Fig. 1: signal wires by layer
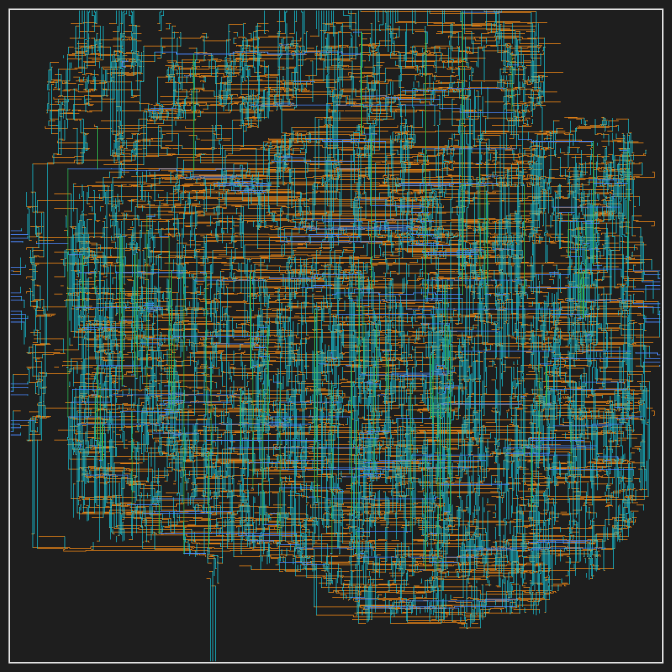
Fig. 2: placed cells, one color a class
Fill, decap, tap and diode cells in gray.
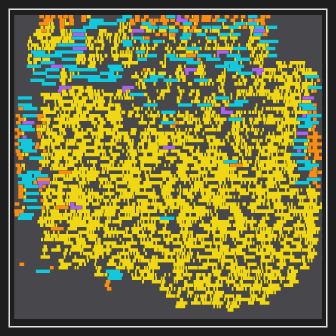
Fig. 3: I/O nets highlighted
Scale bar: 50 um.
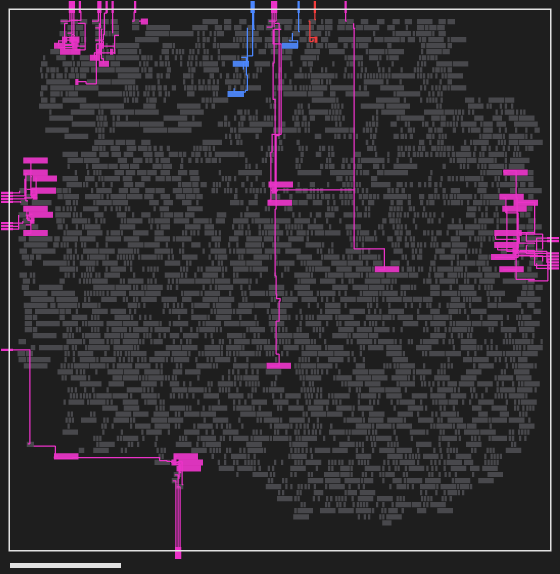
Fig. 4: cell placement
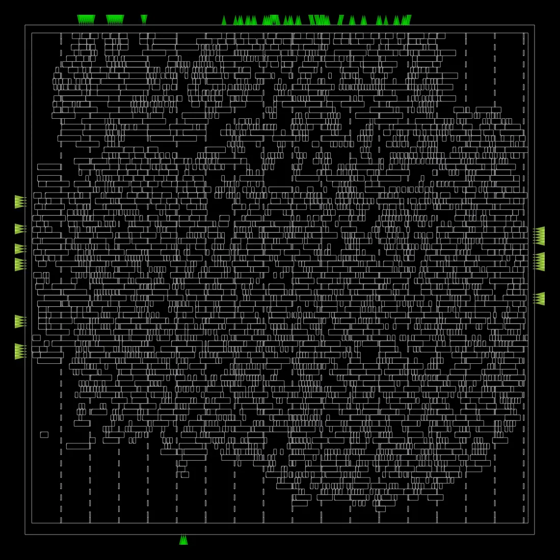
**src/rtl/fp_pkg.sv**
```systemverilog
// fp_pkg: shared floating-point definitions (operand classes, flag bit
// positions, and bias / special-pattern builders sized by exponent and
// significand widths).
package fp_pkg;

    typedef enum logic [1:0] {
        FP_ZERO,
        FP_NORM,
        FP_INF,
        FP_NAN
    } fp_class_e;

    // Bit positions inside the 3-bit {invalid, overflow, underflow} flag word
    localparam int FLAG_INVALID   = 2;
    localparam int FLAG_OVERFLOW  = 1;
    localparam int FLAG_UNDERFLOW = 0;

    function automatic int fp_bias(input int ew);
        return (1 << (ew - 1)) - 1;
    endfunction

    // Exponent all-ones, significand zero, sign bit clear
    function automatic logic [63:0] fp_inf_pattern(input int ew, input int mw);
        return ((64'd1 << ew) - 64'd1) << mw;
    endfunction

    // Canonical quiet NaN: sign 0, exponent all-ones, only significand MSB set
    function automatic logic [63:0] fp_qnan_pattern(input int ew, input int mw);
        return fp_inf_pattern(ew, mw) | (64'd1 << (mw - 1));
    endfunction

    // Largest finite magnitude: exponent all-ones minus one, significand all-ones
    function automatic logic [63:0] fp_max_finite_pattern(input int ew, input int mw);
        return (((64'd1 << ew) - 64'd2) << mw) | ((64'd1 << mw) - 64'd1);
    endfunction

    function automatic fp_class_e fp_classify(input logic exp_zero, input logic exp_ones,
                                              input logic mant_nz);
        if (exp_zero)
            return FP_ZERO;
        else if (exp_ones)
            return mant_nz ? FP_NAN : FP_INF;
        else
            return FP_NORM;
    endfunction

endpackage

```
**src/rtl/fp_round_pack.sv**
```systemverilog
// fp_round_pack: combinational normalise / round / pack / flag stage.
// Build option FPM_ROUND_NEAREST_EN selects round-to-nearest-even; without
// it the significand is truncated and overflow saturates to max finite.
module fp_round_pack
    import fp_pkg::*;
#(
    parameter int EXP_WIDTH  = 8,
    parameter int MANT_WIDTH = 23,
    localparam int DATA_WIDTH = 1 + EXP_WIDTH + MANT_WIDTH,
    localparam int PW         = 2 * (MANT_WIDTH + 1)
) (
    input  logic                    i_sign,
    input  logic signed [EXP_WIDTH+1:0] i_exp,
    input  logic [PW-1:0]           i_prod,
    input  logic                    i_special,
    input  logic [DATA_WIDTH-1:0]   i_special_val,
    input  logic [2:0]              i_special_flags,
    output logic [DATA_WIDTH-1:0]   o_result,
    output logic [2:0]              o_flags
);

    localparam logic signed [EXP_WIDTH+1:0] ONE_E      = {{(EXP_WIDTH+1){1'b0}}, 1'b1};
    localparam logic signed [EXP_WIDTH+1:0] ZERO_S     = '0;
    localparam logic signed [EXP_WIDTH+1:0] EXP_ONES_S = {2'b00, {EXP_WIDTH{1'b1}}};
`ifdef FPM_ROUND_NEAREST_EN
    localparam logic [63:0] OVF_P = fp_inf_pattern(EXP_WIDTH, MANT_WIDTH);
`else
    localparam logic [63:0] OVF_P = fp_max_finite_pattern(EXP_WIDTH, MANT_WIDTH);
`endif

    logic [PW-1:0]               w_norm;
    logic signed [EXP_WIDTH+1:0] w_exp_norm;
    logic signed [EXP_WIDTH+1:0] w_exp_final;
    logic [MANT_WIDTH-1:0]       w_mant;
    logic                        w_round_up;
    logic [MANT_WIDTH:0]         w_mant_rnd;
    logic                        w_unused_bits;
`ifdef FPM_ROUND_NEAREST_EN
    logic                        w_guard;
    logic                        w_sticky;
`endif

    // Hidden bit is always set for normal inputs; low bits feed rounding only
    assign w_unused_bits = ^{w_norm[PW-1], w_norm[PW-2-MANT_WIDTH:0]};

    // Normalise the [1,4) product, round, then apply exponent range checks
    always_comb begin
        w_norm     = i_prod[PW-1] ? i_prod : (i_prod << 1);
        w_exp_norm = i_prod[PW-1] ? (i_exp + ONE_E) : i_exp;
        w_mant     = w_norm[PW-2 -: MANT_WIDTH];
`ifdef FPM_ROUND_NEAREST_EN
        w_guard    = w_norm[PW-2-MANT_WIDTH];
        w_sticky   = |w_norm[PW-3-MANT_WIDTH:0];
        w_round_up = w_guard && (w_sticky || w_mant[0]);
`else
        w_round_up = 1'b0;
`endif
        // A carry out of the rounded significand leaves the field at zero
        w_mant_rnd  = {1'b0, w_mant} + {{MANT_WIDTH{1'b0}}, w_round_up};
        w_exp_final = w_mant_rnd[MANT_WIDTH] ? (w_exp_norm + ONE_E) : w_exp_norm;

        o_result = {i_sign, w_exp_final[EXP_WIDTH-1:0], w_mant_rnd[MANT_WIDTH-1:0]};
        o_flags  = '0;
        if (i_special) begin
            o_result = i_special_val;
            o_flags  = i_special_flags;
        end else if (w_exp_final >= EXP_ONES_S) begin
            o_result = {i_sign, OVF_P[DATA_WIDTH-2:0]};
            o_flags[FLAG_OVERFLOW] = 1'b1;
        end else if (w_exp_final <= ZERO_S) begin
            o_result = {i_sign, {(DATA_WIDTH-1){1'b0}}};
            o_flags[FLAG_UNDERFLOW] = 1'b1;
        end
    end

endmodule

```
**src/rtl/fp_multiply_pipe.sv**
```systemverilog
// fp_multiply_pipe: 3-stage pipelined floating-point multiplier.
// Build option FPM_ROUND_NEAREST_EN: round-to-nearest-even (default: truncate).
// Handshake: a transfer occurs on any cycle where valid and ready are both
// high. All stages move together on adv = !out_valid || out_ready, and
// in_ready is adv itself, so a stalled output freezes the whole pipe.
module fp_multiply_pipe
    import fp_pkg::*;
#(
    parameter int EXP_WIDTH  = 8,
    parameter int MANT_WIDTH = 23,
    localparam int DATA_WIDTH = 1 + EXP_WIDTH + MANT_WIDTH
) (
    input  logic                  clk,
    input  logic                  rst,
    input  logic                  in_valid,
    output logic                  in_ready,
    input  logic [DATA_WIDTH-1:0] in_a,
    input  logic [DATA_WIDTH-1:0] in_b,
    output logic                  out_valid,
    input  logic                  out_ready,
    output logic [DATA_WIDTH-1:0] out_product,
    output logic [2:0]            out_flags
);

    localparam int EW2 = EXP_WIDTH + 2;
    localparam int PW  = 2 * (MANT_WIDTH + 1);
    localparam logic [63:0] INF_P  = fp_inf_pattern(EXP_WIDTH, MANT_WIDTH);
    localparam logic [63:0] QNAN_P = fp_qnan_pattern(EXP_WIDTH, MANT_WIDTH);
    localparam logic signed [EW2-1:0] BIAS_S = EW2'(fp_bias(EXP_WIDTH));

    logic                   w_adv;
    logic [EXP_WIDTH-1:0]   w_exp_a, w_exp_b;
    logic [MANT_WIDTH-1:0]  w_man_a, w_man_b;
    fp_class_e              w_cls_a, w_cls_b;
    logic                   w_sign;
    logic signed [EW2-1:0]  w_exp_sum;
    logic                   w_special;
    logic [DATA_WIDTH-1:0]  w_spec_val;
    logic [2:0]             w_spec_flags;
    logic [PW-1:0]          w_prod;
    logic [DATA_WIDTH-1:0]  w_result;
    logic [2:0]             w_flags;

    logic                   r1_valid, r1_sign, r1_special;
    logic signed [EW2-1:0]  r1_exp;
    logic [MANT_WIDTH:0]    r1_sig_a, r1_sig_b;
    logic [DATA_WIDTH-1:0]  r1_spec_val;
    logic [2:0]             r1_spec_flags;

    logic                   r2_valid, r2_sign, r2_special;
    logic signed [EW2-1:0]  r2_exp;
    logic [PW-1:0]          r2_prod;
    logic [DATA_WIDTH-1:0]  r2_spec_val;
    logic [2:0]             r2_spec_flags;

    logic                   r_out_valid;
    logic [DATA_WIDTH-1:0]  r_out_product;
    logic [2:0]             r_out_flags;

    assign w_adv       = !r_out_valid || out_ready;
    assign in_ready    = w_adv;
    assign out_valid   = r_out_valid;
    assign out_product = r_out_product;
    assign out_flags   = r_out_flags;

    // Stage 1 logic: unpack, classify, sign/exponent, resolve special operands
    always_comb begin
        w_exp_a   = in_a[DATA_WIDTH-2 -: EXP_WIDTH];
        w_exp_b   = in_b[DATA_WIDTH-2 -: EXP_WIDTH];
        w_man_a   = in_a[MANT_WIDTH-1:0];
        w_man_b   = in_b[MANT_WIDTH-1:0];
        w_cls_a   = fp_classify(w_exp_a == '0, w_exp_a == '1, w_man_a != '0);
        w_cls_b   = fp_classify(w_exp_b == '0, w_exp_b == '1, w_man_b != '0);
        w_sign    = in_a[DATA_WIDTH-1] ^ in_b[DATA_WIDTH-1];
        w_exp_sum = $signed({2'b00, w_exp_a}) + $signed({2'b00, w_exp_b}) - BIAS_S;

        w_special    = 1'b1;
        w_spec_val   = '0;
        w_spec_flags = '0;
        if (w_cls_a == FP_NAN || w_cls_b == FP_NAN) begin
            w_spec_val = QNAN_P[DATA_WIDTH-1:0];
        end else if ((w_cls_a == FP_ZERO && w_cls_b == FP_INF) ||
                     (w_cls_a == FP_INF && w_cls_b == FP_ZERO)) begin
            w_spec_val = QNAN_P[DATA_WIDTH-1:0];
            w_spec_flags[FLAG_INVALID] = 1'b1;
        end else if (w_cls_a == FP_INF || w_cls_b == FP_INF) begin
            w_spec_val = {w_sign, INF_P[DATA_WIDTH-2:0]};
        end else if (w_cls_a == FP_ZERO || w_cls_b == FP_ZERO) begin
            w_spec_val = {w_sign, {(DATA_WIDTH-1){1'b0}}};
        end else begin
            w_special = 1'b0;
        end
    end

    // Stage 1 register: capture operands on accept; a low in_valid inserts a bubble
    always_ff @(posedge clk) begin
        if (rst) begin
            r1_valid <= 1'b0;
        end else if (w_adv) begin
            r1_valid      <= in_valid;
            r1_sign       <= w_sign;
            r1_exp        <= w_exp_sum;
            r1_sig_a      <= {1'b1, w_man_a};
            r1_sig_b      <= {1'b1, w_man_b};
            r1_special    <= w_special;
            r1_spec_val   <= w_spec_val;
            r1_spec_flags <= w_spec_flags;
        end
    end

    assign w_prod = PW'(r1_sig_a) * PW'(r1_sig_b);

    // Stage 2 register: full-width significand product
    always_ff @(posedge clk) begin
        if (rst) begin
            r2_valid <= 1'b0;
        end else if (w_adv) begin
            r2_valid      <= r1_valid;
            r2_sign       <= r1_sign;
            r2_exp        <= r1_exp;
            r2_prod       <= w_prod;
            r2_special    <= r1_special;
            r2_spec_val   <= r1_spec_val;
            r2_spec_flags <= r1_spec_flags;
        end
    end

    fp_round_pack #(
        .EXP_WIDTH  (EXP_WIDTH),
        .MANT_WIDTH (MANT_WIDTH)
    ) u_round_pack (
        .i_sign          (r2_sign),
        .i_exp           (r2_exp),
        .i_prod          (r2_prod),
        .i_special       (r2_special),
        .i_special_val   (r2_spec_val),
        .i_special_flags (r2_spec_flags),
        .o_result        (w_result),
        .o_flags         (w_flags)
    );

    // Stage 3 register: output holding register, loaded only with real results
    always_ff @(posedge clk) begin
        if (rst) begin
            r_out_valid   <= 1'b0;
            r_out_product <= '0;
            r_out_flags   <= '0;
        end else if (w_adv) begin
            r_out_valid <= r2_valid;
            if (r2_valid) begin
                r_out_product <= w_result;
                r_out_flags   <= w_flags;
            end
        end
    end

endmodule

```
**config.mk**
```make
export PLATFORM = sky130hd
export DESIGN_NAME = fp_multiply_pipe
export DESIGN_NICKNAME = d
export VERILOG_FILES = /design/src/rtl/fp_pkg.sv /design/src/rtl/fp_round_pack.sv /design/src/rtl/fp_multiply_pipe.sv
export SDC_FILE = /design/constraint.sdc
export NUM_CORES = 2
export LEC_CHECK = 0
export ABC_AREA = 1
export CAP_MARGIN = 20
export CORE_MARGIN = 3
export CORE_UTILIZATION = 45
export DETAILED_ROUTE_END_ITERATION = 7
export PLACE_DENSITY = 0.61
export RECOVER_POWER = 25
export SYNTH_ARGS = -nofsm -noshare
export SYNTH_HDL_FRONTEND = slang
export SYNTH_SLANG_ARGS = --single-unit
```
**constraint.sdc**
```tcl
create_clock -name clk -period 11.8 [get_ports clk]
set_clock_uncertainty 0.2 [all_clocks]
set_input_delay 1.18 -clock clk [delete_from_list [all_inputs] [get_ports clk]]
set_output_delay 1.18 -clock clk [all_outputs]
set_load 0.01 [all_outputs]
```
==> impl_metrics.toml <==
# generated from flow reports
[critical_path]
worstReg2RegStart = "r1_sig_b[0]"
rr_worst_depth = 25
reg2reg_to = "r2_prod[43]"
crit_end = "r2_prod[43]"
critPathTopFamily = "adder cells"

[final_timing]
slew_violations = 40
hold_ws_ps = 212
fin_crit_ps = 7280
setup_viol = 0

[layout]
nNonClkBuffers = 147
n_fill_cell = 5374
final_cell_area_sq_um = 27900
post_route_cells_drive_above_1_share_pct = 3.29
mostFrequentLayoutCell = "inv_1"

[logic_synthesis]
edf_count = 103

[floorplan]
ios = 105

[job]
maxCapViolCount = 1

[routing]
dr.pass1.iters = 5

[outcome]
failed_checks = "capacitance limit, slew limit"
status = "finished, violations left"
About Fig. 1:
layer	color	wire length
met2	cyan	34.4 mm
met1	orange	29.6 mm
met3	blue	3940 um
met4	green	2800 um
routed via count: 19800
GRT Util Overall: 25.3%
WL/cell: 18.0 um
routed wire length: 70700 um

About Fig. 2:
class	color	cells
clock drivers and dummy loads	purple	32
flip-flops	cyan	141
other buffers and delay cells	orange	147
all other logic	yellow	2871

About Fig. 3:
port	color	direction	end cells	wire
`out_flags`	blue	output	3	99.2 um
`in_b`	magenta	input	43	1550 um
`in_ready`	red	output	1	19.7 um

About Fig. 4:
final core occ: 50.3%
final std cells w/o fill: 3939
Seq/total area: 13.8%
seq_cells: 141

